==> config.mk <==
export PLATFORM = sky130hd
export DESIGN_NAME = led_chase_ctrl
export DESIGN_NICKNAME = d
export VERILOG_FILES = /design/src/rtl/led_chase_ctrl.sv
export SDC_FILE = /design/constraint.sdc
export NUM_CORES = 1
export LEC_CHECK = 0
export CAP_MARGIN = 40
export CORE_MARGIN = 5
export CORE_UTILIZATION = 50
export DETAILED_ROUTE_END_ITERATION = 8
export MAX_ROUTING_LAYER = met4
export PLACE_DENSITY = 0.66
export SLEW_MARGIN = 40
export SYNTH_ARGS = -nofsm -noshare
export SYNTH_HDL_FRONTEND = slang
export SYNTH_SLANG_ARGS = --single-unit
==> constraint.sdc <==
create_clock -name clk -period 5.2 [get_ports clk]
set_input_delay 0.78 -clock clk [delete_from_list [all_inputs] [get_ports clk]]
set_output_delay 0.78 -clock clk [all_outputs]
set_load 0.01 [all_outputs]
==> src/rtl/led_chase_ctrl.sv <==
`default_nettype none
// ============================================================================
//  Module   : led_chase_ctrl
//  Purpose  : Command-driven 8-LED chaser. Owns the step prescaler and pattern
//             register; four display modes at eight speeds.
//  Revision : 1.0  initial release
// ============================================================================
module led_chase_ctrl #(
    parameter int WIDTH    = 8,
    parameter int TICK_DIV = 20000000,
    parameter int CNT_W    = 35
) (
    input  logic             clk,
    input  logic             rst_n,
    input  logic             cmd_valid,
    output logic             cmd_ready,
    input  logic [1:0]       cmd_op,
    input  logic [1:0]       cmd_mode,
    input  logic [2:0]       cmd_speed,
    output logic [WIDTH-1:0] op,
    output logic             busy,
    output logic             wrap_pulse
);

    typedef enum logic [1:0] {
        ST_IDLE   = 2'd0,
        ST_RUN    = 2'd1,
        ST_PAUSED = 2'd2
    } state_t;

    localparam logic [1:0] c_OP_START = 2'b00;
    localparam logic [1:0] c_OP_STOP  = 2'b01;
    localparam logic [1:0] c_OP_PAUSE = 2'b10;
    localparam logic [1:0] c_OP_LOAD  = 2'b11;

    localparam logic [1:0] c_MODE_CHASE_R = 2'd0;
    localparam logic [1:0] c_MODE_CHASE_L = 2'd1;
    localparam logic [1:0] c_MODE_BOUNCE  = 2'd2;
    localparam logic [1:0] c_MODE_BLINK   = 2'd3;

    localparam logic [CNT_W-1:0] c_TICK_DIV = CNT_W'(TICK_DIV);

    state_t             state_q,   state_d;
    logic [WIDTH-1:0]   pattern_q, pattern_d;
    logic [WIDTH-1:0]   op_q,      op_d;
    logic [1:0]         mode_q,    mode_d;
    logic [2:0]         speed_q,   speed_d;
    logic [CNT_W-1:0]   presc_q,   presc_d;
    logic               dir_q,     dir_d;     // 0 = heading right, 1 = heading left
    logic               ready_q,   ready_d;
    logic               wrap_q,    wrap_d;

    logic [CNT_W-1:0]   w_limit_raw;
    logic [CNT_W-1:0]   w_limit_m1;
    logic               w_tick;
    logic               w_accept;
    logic [WIDTH-1:0]   w_adv_pat;
    logic               w_adv_dir;

    function automatic logic [WIDTH-1:0] f_start(input logic [1:0] m);
        logic [WIDTH-1:0] v;
        case (m)
            c_MODE_CHASE_L: v = {{(WIDTH-1){1'b0}}, 1'b1};
            c_MODE_BLINK:   v = {WIDTH{1'b1}};
            default:        v = {1'b1, {(WIDTH-1){1'b0}}};
        endcase
        return v;
    endfunction

    // A fast speed can shift the divider to zero; clamp so the step is every cycle.
    assign w_limit_raw = c_TICK_DIV >> speed_q;
    assign w_limit_m1  = (w_limit_raw == '0) ? '0 : (w_limit_raw - CNT_W'(1));
    assign w_tick      = (state_q == ST_RUN) && (presc_q == w_limit_m1);
    assign w_accept    = cmd_valid && ready_q;

    always_comb begin
        w_adv_pat = pattern_q;
        w_adv_dir = dir_q;
        case (mode_q)
            c_MODE_CHASE_R: w_adv_pat = {pattern_q[0], pattern_q[WIDTH-1:1]};
            c_MODE_CHASE_L: w_adv_pat = {pattern_q[WIDTH-2:0], pattern_q[WIDTH-1]};
            c_MODE_BOUNCE: begin
                // Turn around on the step that lands on an endpoint so it shows once.
                if (!dir_q) begin
                    w_adv_pat = pattern_q >> 1;
                    w_adv_dir = pattern_q[1];
                end else begin
                    w_adv_pat = pattern_q << 1;
                    w_adv_dir = ~pattern_q[WIDTH-2];
                end
            end
            c_MODE_BLINK:   w_adv_pat = ~pattern_q;
            default:        w_adv_pat = pattern_q;
        endcase
    end

    always_comb begin
        state_d   = state_q;
        pattern_d = pattern_q;
        mode_d    = mode_q;
        speed_d   = speed_q;
        presc_d   = presc_q;
        dir_d     = dir_q;
        ready_d   = 1'b1;
        wrap_d    = 1'b0;

        if (w_accept) begin
            ready_d = 1'b0;
            case (cmd_op)
                c_OP_START: begin
                    state_d   = ST_RUN;
                    pattern_d = f_start(mode_q);
                    presc_d   = '0;
                    dir_d     = 1'b0;
                end
                c_OP_STOP: begin
                    state_d = ST_IDLE;
                    presc_d = '0;
                end
                c_OP_PAUSE: begin
                    case (state_q)
                        ST_RUN:    state_d = ST_PAUSED;
                        ST_PAUSED: state_d = ST_RUN;
                        default:   state_d = state_q;
                    endcase
                end
                c_OP_LOAD: begin
                    mode_d    = cmd_mode;
                    speed_d   = cmd_speed;
                    pattern_d = f_start(cmd_mode);
                    presc_d   = '0;
                    dir_d     = 1'b0;
                end
                default: state_d = state_q;
            endcase
        end else if (state_q == ST_RUN) begin
            if (w_tick) begin
                presc_d   = '0;
                pattern_d = w_adv_pat;
                dir_d     = w_adv_dir;
                wrap_d    = (w_adv_pat == f_start(mode_q));
            end else begin
                presc_d = presc_q + CNT_W'(1);
            end
        end

        op_d = (state_d == ST_IDLE) ? '0 : pattern_d;
    end

    always_ff @(posedge clk or negedge rst_n) begin
        if (!rst_n) begin
            state_q   <= ST_IDLE;
            pattern_q <= '0;
            op_q      <= '0;
            mode_q    <= '0;
            speed_q   <= '0;
            presc_q   <= '0;
            dir_q     <= 1'b0;
            ready_q   <= 1'b1;
            wrap_q    <= 1'b0;
        end else begin
            state_q   <= state_d;
            pattern_q <= pattern_d;
            op_q      <= op_d;
            mode_q    <= mode_d;
            speed_q   <= speed_d;
            presc_q   <= presc_d;
            dir_q     <= dir_d;
            ready_q   <= ready_d;
            wrap_q    <= wrap_d;
        end
    end

    assign op         = op_q;
    assign busy       = (state_q != ST_IDLE);
    assign cmd_ready  = ready_q;
    assign wrap_pulse = wrap_q;

endmodule
`default_nettype wire

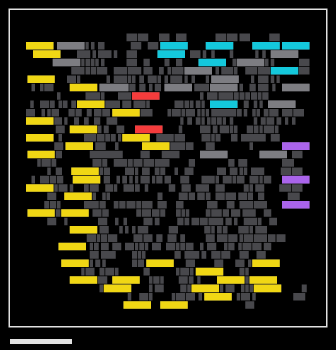
Figure 1: run 1, register map, names as in the netlist.
Scale bar: 20 um. Other sequential cells in the stronger grey, the rest of the logic in the fainter grey.
Red is mode_q, placed flops 2. Purple is speed_q, placed flops 3. Yellow is presc_q, placed flops 35. Cyan is op, placed flops 8.
Seq. pwr: 0.616 mW
Seq area share: 32.2%

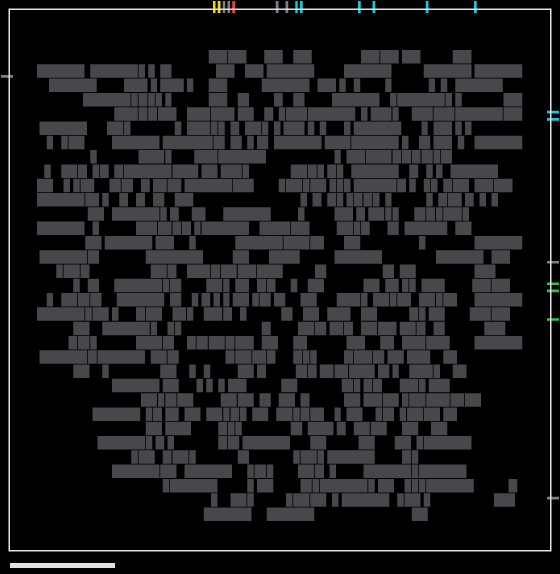
Figure 2: run 1, pin map.
Scale bar: 20 um. Pins as bars across the die edge, other pins in grey.
Red is busy, pins 1, direction output, edge top. Cyan is op, pins 8, direction output, edge 6 top, 2 right. Green is cmd_speed, pins 3, direction input, edge right. Yellow is cmd_op, pins 2, direction input, edge top.
All pins by edge: 13 top, 7 right, 1 left.
Die Height: 103 um
Die X: 103 um
Buffers on Ports: 20

==> results.cfg, run 1 <==
; implementation run metrics
[setup_path]
slowest_delay_ns = 0.76
r2r_setup_slack_ns = 0.90
cp.depth = 10
r2r_start = speed_q[0]
crit_family = simple AND/OR/NAND/NOR gates
crit_path_end_kind = flip-flop
crit_arrival_ns = 4.50
crit_buf_inv = 1
crit_type = flip-flop to flip-flop

[detailed_routing]
vias_per_cell = 5.93
firstDrtPassIters = 4
detail-route-antenna-nets = 0
wl_per_cell_um = 16.4

[yosys]
ys_top_cells_by_count = nor2_1 (80), dfrtp_1 (60), nand2_1 (40)
yosys.area.top_type_share_pct = 34.9
largest_area_cell = dfrtp_1
synthesis.nets = 525
avgSynthCellArea_um2 = 8.62
ys_cells = 499
flop_cell = dfrtp_1
synth_cells = 499

[sta]
rsz0062_at_grt = no
setup_violations = 0
setup_tns_ns = 0
slew_violations = 0
min_period_over_period_pct = 82.7
max_freq_mhz = 233
timing.slew.headroom_pct = 52.2

[cells_and_area]
fin_nets = 535
diodes = 0
drive_gt1_share_pct = 7.98

[floorplan]
io_pins = 21
core_um2 = 8300

[power_and_ir_drop]
powerDensity_nw_per_um2 = 351
ir_drop_v = 0.000150

[clock_tree]
numCtsBuffers = 9
clockBufferDepth = 2
cts_resized = 0
htreeDepth = 3
holdBufCountCts = 0
post_cts.repair.setup_buffers = 0
cts_tree = done

[place]
gp_routability_congestion = 0.900
dpl.hpwl_um = 7210

[global_routing]
grt_max_degree = 62
grt_first_pass_wirelength_um = 17300

[run_status]
outcome = complete, no violations
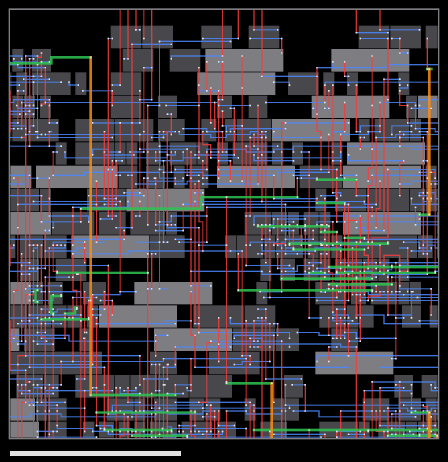
Figure 3: run 1, a small window of the routed layout.
Scale bar: 20 um. Window x 26 to 76, y 47 to 97 um. Cells in grey, sequential cells in the stronger grey; small squares are vias.
Green is met3. Orange is met4. Blue is met1. Red is met2.
176 logic cells have their middle in the window. Netlist names of flops here include op (5), pattern_q (4), presc_q (4). Sequential cells in the window: 17. Most frequent: nor2_1 (22), nand2_1 (19), dfrtp_1 (16).

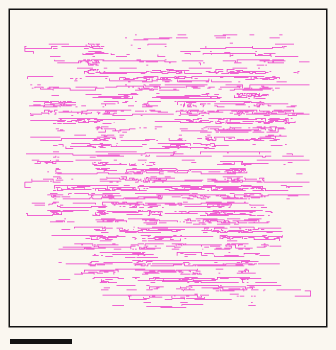
Figure 4: run 1, signal wires on met1.
Scale bar: 20 um.
The layer carries 4,800 um of wire. The layer holds 47% of the routed length. 494 nets have wire on it. The wires run mostly horizontal. The longest straight run is 35.0 um.
met1 Use GR: 29.9%
WL final: 10,100 um
Vias: 3,668

[run 1: registers in the layout (all words and copies together) (netlist names), 2 cells and up]
name and count:
presc_q 35, mode_q 2, pattern_q 8, state_q 2, speed_q 3, op 8
[run 1: kinds of logic after synthesis]
logic type / count (synthesis) / share of synthesized area (%)
simple gates: 220 / 26.6
compound gates: 86 / 14.0
flops: 61 / 35.5
buf+inv: 52 / 4.83
xor+xnor: 47 / 9.57
mux: 17 / 4.86
fa+ha+maj: 16 / 4.66
[run 1: power by group]
group	total, mW	internal [mW]	switching (mW)
clock	0.426	0.221	0.205
combinational	0.621	0.275	0.346
sequential	0.616	0.529	0.0871
[run 1: layout make-up]
class,count,area [um^2]
clock buffer,10,128
tap,105,131
inverter,28,105
multi-input combinational,386,2560
timing repair buffer,23,221
clock inverter,6,63.8
fill,760,3560
sequential,61,1530
[run 1: worst reg2reg max path, stage by stage, from the launching register on]
cell and delay, ns:
dfrtp_1 0.63, inv_1 0.22, ha_1 0.54, or4b_2 0.77, nor3_1 0.17, o22ai_1 0.12
xor2_1 0.17, or4b_4 0.57, o21ai_4 0.24, and2_1 0.59, nor2_1 0.14
[run 1: worst max path at each step]
stage	startpoint	endpoint	slack (ns)
after floorplan	speed_q[0]	op[0]	1.14
after CTS	speed_q[0]	presc_q[17]	0.89
after global placement	speed_q[0]	op[0]	1.05
after detailed placement	speed_q[0]	presc_q[17]	0.94
final	speed_q[0]	presc_q[17]	0.90
after global routing	speed_q[0]	presc_q[19]	0.60
[run 1: layout by cell type, fill, tap and decap left out, types with 3 or more instances in the layout]
master           instances
nor2_1                  80
dfrtp_1                 60
nand2_1                 40
inv_1                   26
xnor2_1                 24
xor2_1                  23
o21ai_0                 21
clkdlybuf4s50_1         19
nand3_1                 17
a21oi_1                 16
ha_1                    16
nor3_1                  11
mux2_2                  11
nand2b_1                 9
nand4_1                  9
clkbuf_8                 9
and3_1                   7
and4_1                   7
nor2b_1                  5
a221oi_1                 5
a21o_1                   4
nor4b_1                  4
o211ai_1                 4
and3b_1                  4
mux2i_1                  4
a31oi_1                  3
o311a_1                  3
or4_1                    3
and4b_1                  3
[run 1: metrics by stage]
step,total power [mW],instances,util [%],area (um^2)
after global placement,1.22,603,54.8,4550
after floorplan,1.06,499,-,4300
after CTS,1.67,619,57.1,4740
after detailed placement,1.24,603,54.8,4550
after global routing,1.78,619,57.1,4740
final,1.66,619,57.1,4740
[run 1: metal layers]
metal | global-route usage, % | up-vias | routed length [um]
met5 | - | - | 0
met4 | 7.17 | 0 | 170
met3 | 3.99 | 15 | 481
met2 | 31.3 | 113 | 4680
met1 | 29.9 | 1761 | 4800
li1 | - | 1779 | -
==> run 2, diff against run 1 <==
==> constraint.sdc (replaced) <==
create_clock -name clk -period 4 [get_ports clk]
set_input_delay 0.6 -clock clk [delete_from_list [all_inputs] [get_ports clk]]
set_output_delay 0.6 -clock clk [all_outputs]
set_load 0.01 [all_outputs]
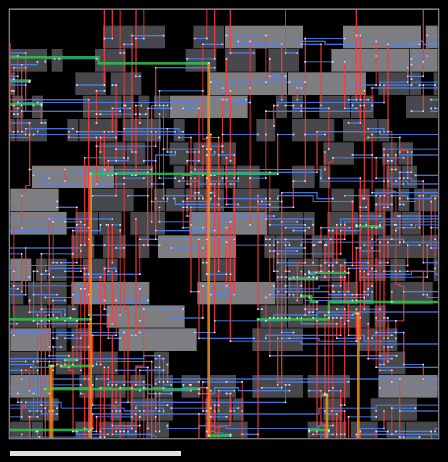
Figure 5: run 2, a small window of the routed layout.
Scale bar: 20 um. Window x 26 to 76, y 47 to 97 um. Cells in grey, sequential cells in the stronger grey; small squares are vias.
Red is met2. Orange is met4. Blue is met1. Green is met3.
Netlist names of flops here include presc_q (6), op (4), pattern_q (4). Sequential cells in the window: 18. Most frequent: nor2_1 (18), dfrtp_1 (17), nand2_1 (16). 167 logic cells have their middle in the window.

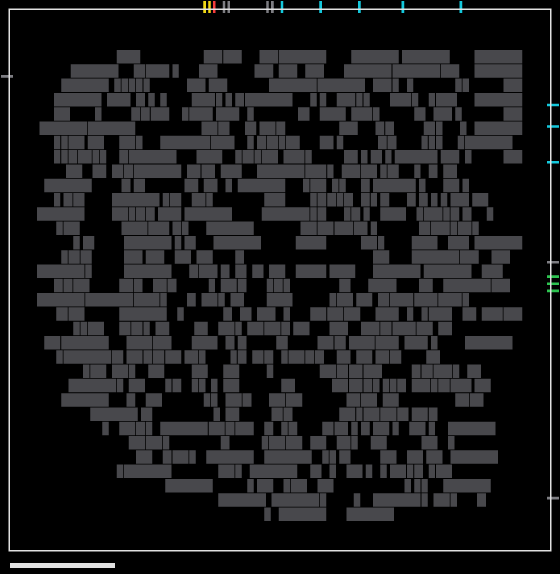
Figure 6: run 2, pin map.
Scale bar: 20 um. Pins as bars across the die edge, other pins in grey.
Red is busy, pins 1, direction output, edge top. Green is cmd_speed, pins 3, direction input, edge right. Cyan is op, pins 8, direction output, edge 5 top, 3 right. Yellow is cmd_op, pins 2, direction input, edge top.

==> results.cfg, run 2 <==
; implementation run metrics
[place]
portBuffers = 20
dpl.hpwl_um = 7670
dp_cells = 612
gp_routability_congestion = 0.938

[cells_and_area]
final_util_pct = 57.9
combGateArea_um2 = 2570
flop_area_um2 = 1530
regMostFlops = presc_q
layoutNonFillerInstCount = 628
fin_nets = 544
final.fill_count = 765

[clock_tree]
post_cts.repair.setup_buffers = 0
holdBufCountCts = 0
cts_resized = 0
clockBufferDepth = 2
numCtsBuffers = 9

[setup_path]
crit_arrival_ns = 4.05
crit_start = speed_q[1]
crit_type = flip-flop to flip-flop
crit_path_end_kind = flip-flop
r2r_start = speed_q[1]
r2r_setup_slack_ns = 0.23

[power_and_ir_drop]
ir_drop_v = 0.000249
powerDensity_nw_per_um2 = 448

[floorplan]
die_height_um = 103
die_width_um = 103
core_um2 = 8300

[detailed_routing]
firstDrtPassIters = 4
vias = 3688
totalWireLength_um = 10400
detail-route-antenna-nets = 0
wl_per_cell_um = 16.5

[sta]
min_period_over_period_pct = 94.3
setup_tns_ns = 0
max_freq_mhz = 265
timing.slew.headroom_pct = 52.8
rsz0062_at_grt = no

[yosys]
avgSynthCellArea_um2 = 8.62
synth_cells = 499
ys_cells = 499
yosys.area.top_type_share_pct = 34.9
synthesis.nets = 525
ys_top_cells_by_count = nor2_1 (80), dfrtp_1 (60), nand2_1 (40)
flop_cell = dfrtp_1
largest_area_cell = dfrtp_1

[run_status]
outcome = complete, no violations

[global_routing]
grt_first_pass_wirelength_um = 17700
run 2: metal layers:
metal  routed length [um]  GRT usage [%]  up-vias
met1                 4810           29.3     1791
met4                  189           6.27        0
li1                     -              -     1795
met3                  440           5.75       16
met2                 4910           33.5       86
met5                    0              -        -
run 2: worst max-delay path by stage:
stage / end / slack [ns] / cells after the start
finish: op[1] / 0.23 / 11
global route: op[4] / 0.05 / 11
CTS: op[1] / 0.26 / 12
detailed placement: op[4] / 0.29 / 12
global placement: op[5] / 0.37 / 11
floorplan: op[0] / 0.01 / 15
run 2: per-stage QoR:
step           hold slack, ns  cell area (um^2)  setup slack (ns)  power (mW)
6_report                0.293              4800             0.230        2.15
3_3_place_gp            0.519              4610             0.374        1.62
2_1_floorplan           0.304              4300            0.0123        1.39
5_1_grt                 0.336              4800            0.0533        2.30
4_1_cts                 0.300              4800             0.257        2.16
3_5_place_dp            0.528              4610             0.287        1.63
run 2: cell type report:
type | count | share of cell area (%)
clock buffer | 10 | 2.86
clock inverter | 6 | 0.964
inverter | 28 | 2.19
multi-input combinational | 386 | 53.5
sequential | 61 | 31.8
tap | 105 | 2.73
timing repair buffer | 32 | 5.94
run 2: worst max-delay path, stage by stage, from the launching register on:
cell and delay, ns:
dfrtp_1 0.50, inv_1 0.18, ha_1 0.40, or4b_2 0.66, nor3_1 0.18, o22ai_1 0.12
xor2_1 0.18, or4b_4 0.57, nor3_4 0.24, buf_4 0.21, mux2_2 0.35, nor2_1 0.10
run 2: kinds of logic after synthesis:
kind of cell | after synthesis | share of synthesized area, %
and+or+nand+nor | 220 | 26.6
AOI/OAI and AO/OA | 86 | 14.0
DFF | 61 | 35.5
buffers and inverters | 52 | 4.83
xor gates and xnor gates | 47 | 9.57
muxes | 17 | 4.86
adders and majority gates | 16 | 4.66
run 2: power by group:
group | internal (mW) | switching (mW) | leakage (nW)
registers | 0.687 | 0.0990 | 0.809
clock network | 0.246 | 0.273 | 0.0893
logic | 0.374 | 0.473 | 1.19
==> run 3, diff against run 2 <==
--- a/config.mk
+++ b/config.mk
@@ -6,11 +6,12 @@
 export NUM_CORES = 1
 export LEC_CHECK = 0
 export CAP_MARGIN = 40
+export CORE_ASPECT_RATIO = 1.75
 export CORE_MARGIN = 5
-export CORE_UTILIZATION = 50
+export CORE_UTILIZATION = 60
 export DETAILED_ROUTE_END_ITERATION = 8
 export MAX_ROUTING_LAYER = met4
-export PLACE_DENSITY = 0.66
+export PLACE_DENSITY = 0.77
 export SLEW_MARGIN = 40
 export SYNTH_ARGS = -nofsm -noshare
 export SYNTH_HDL_FRONTEND = slang
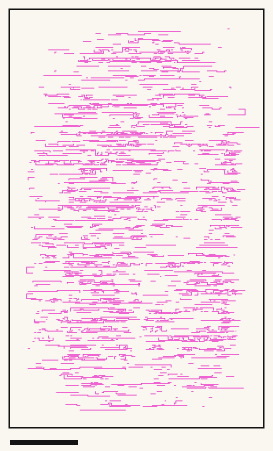
Figure 7: run 3, signal wires on met1.
Scale bar: 20 um.
497 nets have wire on it. The longest straight run is 22.5 um. The layer holds 36% of the routed length. The layer carries 3,950 um of wire. The wires run mostly horizontal.
met1 Use GR: 27.0%
Vias: 3,816
WL final: 10,900 um

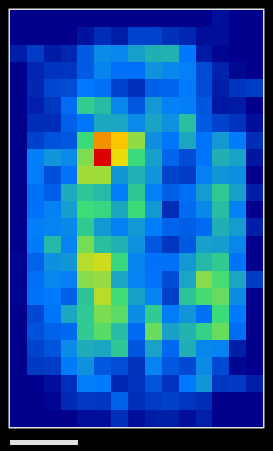
Figure 8: run 3, wire density map.
Scale bar: 20 um. 15 x 24 tiles, from dark blue (low) to red (high), scaled to the fullest tile. Values are wire area over tile area, all layers added.
19% of the tiles are nearly empty. The mean over all tiles is 0.20. The fullest tile reaches 0.90. 6.9% of the tiles are over half the peak. The densest ninth of the die: centre.
GRT Util Overall: 27.1%
WL per Instance: 17.8 um

==> results.cfg, run 3 <==
; implementation run metrics
[run_status]
outcome = complete, no violations

[yosys]
synthesis.nets = 525
ys_top_cells_by_count = nor2_1 (80), dfrtp_1 (60), nand2_1 (40)
synth_cells = 499
ys_cells = 499
flop_cell = dfrtp_1
yosys.area.top_type_share_pct = 34.9
avgSynthCellArea_um2 = 8.62

[setup_path]
crit_family = simple AND/OR/NAND/NOR gates
cp.depth = 12
crit_type = flip-flop to flip-flop
crit_path_end_kind = flip-flop
path_cells = ha_1 -> nand2_1 -> ha_1 -> nor2_1 -> a32oi_1 -> nand4b_1 -> or4_1 -> or4b_4 -> nor3_4 -> buf_4 -> mux2_2 -> nor2_1

[detailed_routing]
detail-route-antenna-nets = 0
firstDrtPassIters = 8

[cells_and_area]
final_area_um2 = 4960
drive_gt1_share_pct = 9.73
largest_register_ff_count = 35
mostFrequentLayoutCells = nor2_1 (80), dfrtp_1 (60), nand2_1 (40)
final_common_cell = nor2_1
fin_nets = 545
regMostFlops = presc_q

[place]
dpl.hpwl_um = 8190
portBuffers = 20

[sta]
setup_tns_ns = 0
max_freq_mhz = 270
min_period_over_period_pct = 92.4
rsz0062_at_grt = no
setup_violations = 0
slew_violations = 0

[floorplan]
die_height_um = 122
die_width_um = 74.0
core_um2 = 7080

[clock_tree]
numCtsBuffers = 9
htreeDepth = 3

[global_routing]
grt_max_degree = 41
busiest_layer = met2
grt_first_pass_wirelength_um = 18100
grt.met3_usage_pct = 5.53

[power_and_ir_drop]
powerDensity_nw_per_um2 = 524
[run 3: area by class of cell]
| class | instances | area (um^2) |
|---|---|---|
| flip-flops and latches | 61 | 1530 |
| repair buffers | 33 | 295 |
| well taps | 86 | 108 |
| clock buffers | 10 | 229 |
| fillers | 575 | 2120 |
| multi-input cells | 386 | 2560 |
| clock inverters | 6 | 134 |
| inverters | 28 | 105 |
[run 3: worst paths after layout]
check	start	end
setup reg to reg	speed_q[1]	pattern_q[1]
max in group asynchronous	rst_n	presc_q[26]
hold reg to reg	state_q[1]	state_q[1]
hold / removal	rst_n	mode_q[1]
setup / recovery	speed_q[1]	pattern_q[1]
min in group clk	state_q[1]	state_q[1]
[run 3: cells by family (layout without fill, tap and decap cells)]
kind of cell / Yosys count / count (layout) / share of synthesized area (%)
xor+xnor: 47 / 47 / 9.57
fa+ha+maj: 16 / 16 / 4.66
simple gates: 220 / 220 / 26.6
mux: 17 / 17 / 4.86
compound gates: 86 / 86 / 14.0
buf+inv: 52 / 77 / 4.83
flops: 61 / 61 / 35.5
[run 3: report_power, final]
| part | leakage [nW] | internal, mW | total (mW) | switching (mW) |
|---|---|---|---|---|
| clock network | 0.177 | 0.672 | 0.945 | 0.273 |
| registers | 0.809 | 0.689 | 0.798 | 0.109 |
| logic | 1.19 | 0.376 | 0.856 | 0.480 |
[run 3: metal layers]
metal	routed length [um]	up-vias
met4	610	0
met2	5880	143
met3	447	48
met5	0	-
li1	-	1803
met1	3950	1822
[run 3: metrics by stage]
stage,setup slack (ns),cells,hold slack (ns),util (%),power (mW)
global placement,0.432,594,0.512,65.0,1.62
floorplan,0.0123,499,0.304,-,1.39
CTS,0.327,610,0.258,70.1,2.60
detailed placement,0.330,594,0.543,65.0,1.65
global route,0.0263,610,0.288,70.1,2.74
finish,0.303,610,0.243,70.1,2.60

==> screenshots <==
Clock nets.
(a)
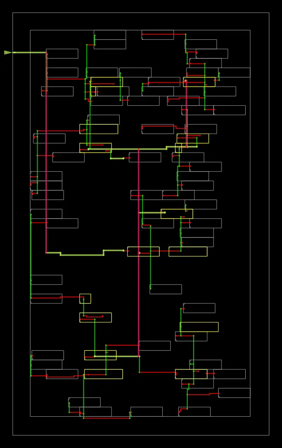
(b)
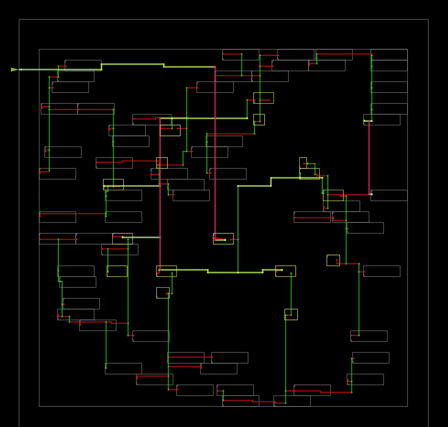
(c)
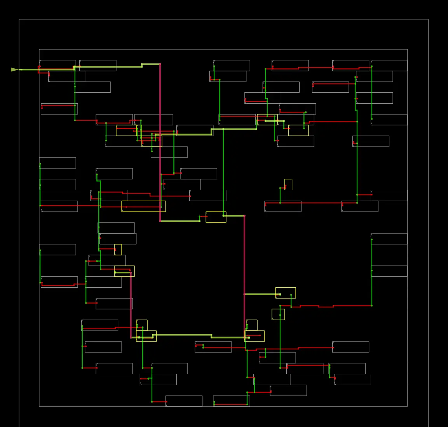
(a) is run 3.
(b) is run 2.
(c) is run 1.

No activity file was given, so power comes from the tool's default toggle rates.
